Design pll_rst_seq_flat, sky130hd; sources not shown.
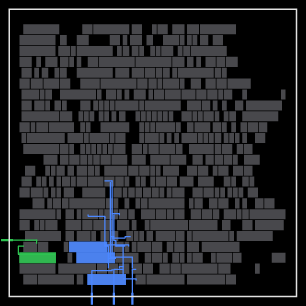
port_nets.png
(4 px per um)
Key: blue = bus_state_o [bits 3, direction output, edge south, end cells 3, buffers 4, wire 132 um]; green = bus_sys_ready [bits 1, direction output, edge west, end cells 1, buffers 1, wire 19.7 um]
num ports: 22
number of buffers added on ports: 20

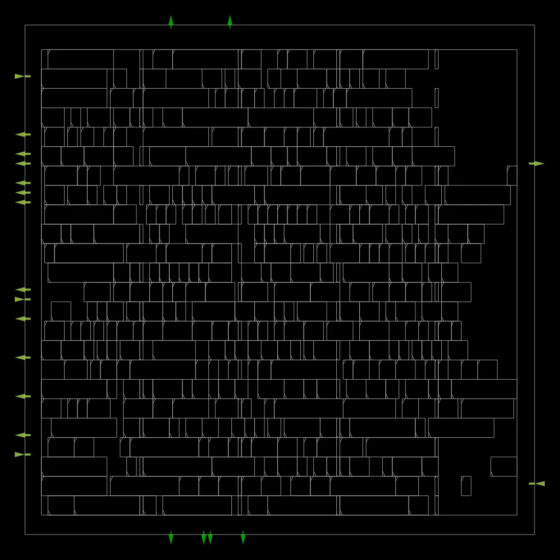
final_placement.png
Core Region: 4350 um2
fill count: 272
post-layout util: 77.7%

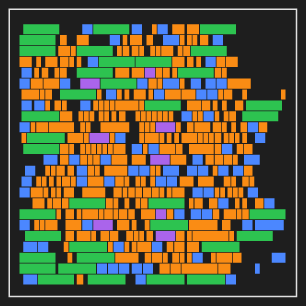
cell_classes.png
(4 px per um)
Key: green = flip-flops [cells 36, share of their area 28%]; blue = other buffers and delay cells [cells 79, share of their area 19%]; orange = all other logic [cells 286, share of their area 51%]; purple = clock drivers and dummy loads [cells 8, share of their area 2.9%]
fin area: 3380 um2
row count: 24
flop share of the area: 27.0%

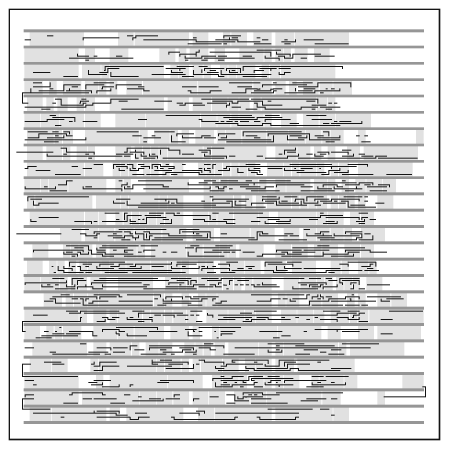
met1.png
(6 px per um) Supply wires on this layer in gray. Cells faint in the background.
The layer carries 2870 um of wire. The layer holds 42% of the routed length.
GRT met1 Usage: 32.4%
via count: 2537
final wirelength: 6.91 mm

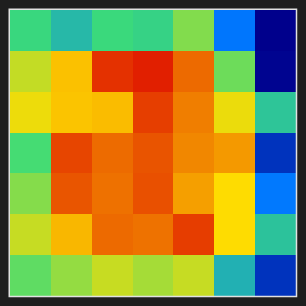
density.png
(4 px per um) The die is cut into 7 by 7 equal tiles; dark blue is low, red is high, 0 to 100% covered.
4.1% of the tiles are nearly empty. The mean over all tiles is 65%. The densest ninth of the die: center. The fullest tile reaches 97%. 43% of the tiles are over 75% full.
Initial Utilization: 54.3%

==> run summary <==
flow finished, numbers: Finish-stage setup viols 1, Least-Margin Pin Slew 1.11 ns, syn_nets 333, Pint 2.26 mW, diodes inserted 0, Pwr per Cell Area 1120 nW/um2, Final Hold Viols 0, pin count of the biggest net entering global routing 20, Die Y 71.5 um, max-slew violation count 0, global-route wire length before repair 9.94 mm, worst setup margin -0.00201 ns, failing checks setup timing, Seq/Total Area, Yosys 38.3%, period utilization 100%, Compound Share, Synth 11.1%, outcome complete, but fails checks, stage-log warning count 28, Layout Cells excl Fill 461, Cell Area, Placed 2900 um2, drc violations 0, Total GRT Usage 24.9%, largest fanout on the critical path 7, antenna violation net count after detailed routing 0, Warnings, synthesis 6, Die X 71.5 um, Reg power frac 30.6%, Peak VDD IR 0.000552 V
worst max-delay path, stage by stage, from the launching register on:
cell and delay (ns):
dfrtp_1 0.40, nor2_2 0.15, nand2_2 0.11, nor2_4 0.14
buf_6 0.13, nand2_8 0.08, nand2_1 0.15, nand3_2 0.17
nand2_1 0.11, o21ai_1 0.07, nand2_1 0.07, nand2_1 0.05
power by group through the flow:
stage / Combinational [mW] / Clock (mW) / Sequential, mW
2_1_floorplan: 0.839 / 0 / 1.17
3_3_place_gp: 1.52 / 0 / 1.13
3_5_place_dp: 1.55 / 0 / 1.14
4_1_cts: 1.62 / 0.604 / 1.13
5_1_grt: 2.19 / 0.627 / 1.17
6_report: 2.02 / 0.600 / 1.16
cell usage after synthesis:
cell type	count	area, um2
nand2_1	97	364
dfrtp_1	31	776
nor2_1	31	116
inv_1	28	105
nand3_1	19	95.1
o21ai_1	18	90.1
inv_2	12	45.0
a21oi_1	10	50.1
xor2_1	9	78.8
nor2_2	8	50.1
o21ai_0	8	40.0
xnor2_1	8	70.1
nand4_1	6	37.5
dfstp_2	5	131
nand2_2	5	31.3
a22oi_1	4	30.0
buf_4	3	22.5
ha_1	3	37.5
nor2_4	3	33.8
nor3_1	3	15.0
nor3_2	3	30.0
nand3_2	2	20.0
o21ai_2	2	17.5
buf_2	1	5.00
buf_6	1	11.3
conb_1	1	3.75
nand3_4	1	17.5
nor2b_1	1	6.26
o211ai_1	1	7.51
o21bai_1	1	7.51
o22ai_4	1	20.0
per-stage QoR:
step	util [%]	worst slack [ns]
2_1_floorplan	-	0.0910
3_3_place_gp	66.7	-0.0731
3_5_place_dp	66.7	-0.112
4_1_cts	70.3	0.00534
5_1_grt	77.7	-0.0689
6_report	77.7	-0.00201
layout by cell type, fill, tap and decap left out, types with 3 or more instances in the layout:
cell	instances
a21oi_1	5
a21oi_2	5
a22oi_1	4
buf_4	69
buf_6	4
clkbuf_8	6
dfrtp_1	26
dfrtp_2	5
dfstp_2	5
inv_1	24
inv_2	13
inv_4	3
nand2_1	87
nand2_2	12
nand2_4	3
nand3_1	13
nand3_2	7
nand4_1	6
nor2_1	21
nor2_2	12
nor2_4	9
o21ai_0	5
o21ai_1	18
o21ai_4	3
xnor2_1	8
xor2_1	9
layer usage:
metal | vias to the layer above | track usage [%] | wire length (um)
met5 | - | 0 | 0
met2 | 131 | 41.3 | 3390
met3 | 26 | 4.78 | 403
met4 | 0 | 9.85 | 250
li1 | 1195 | - | -
met1 | 1185 | 32.4 | 2870
area by class of cell:
class / instances / area (um2) / area share, %
clock buffer: 6 / 82.6 / 2.44
clock inverter: 2 / 15.0 / 0.444
inverter: 40 / 158 / 4.66
multi-input combinational: 246 / 1520 / 45.0
sequential: 36 / 913 / 27.0
tap: 52 / 65.1 / 1.92
timing repair buffer: 79 / 627 / 18.5
repair_timing:
action                     CTS  global route
gates cloned                 1             0
pin swaps                    5            25
setup buffers                1            12
gates resized               11            61
hold buffers                 1             0
hold endpoints to repair    13             0
setup endpoints to repair   17            22
Power figures rest on the tool's default switching activity, not on a simulated workload.
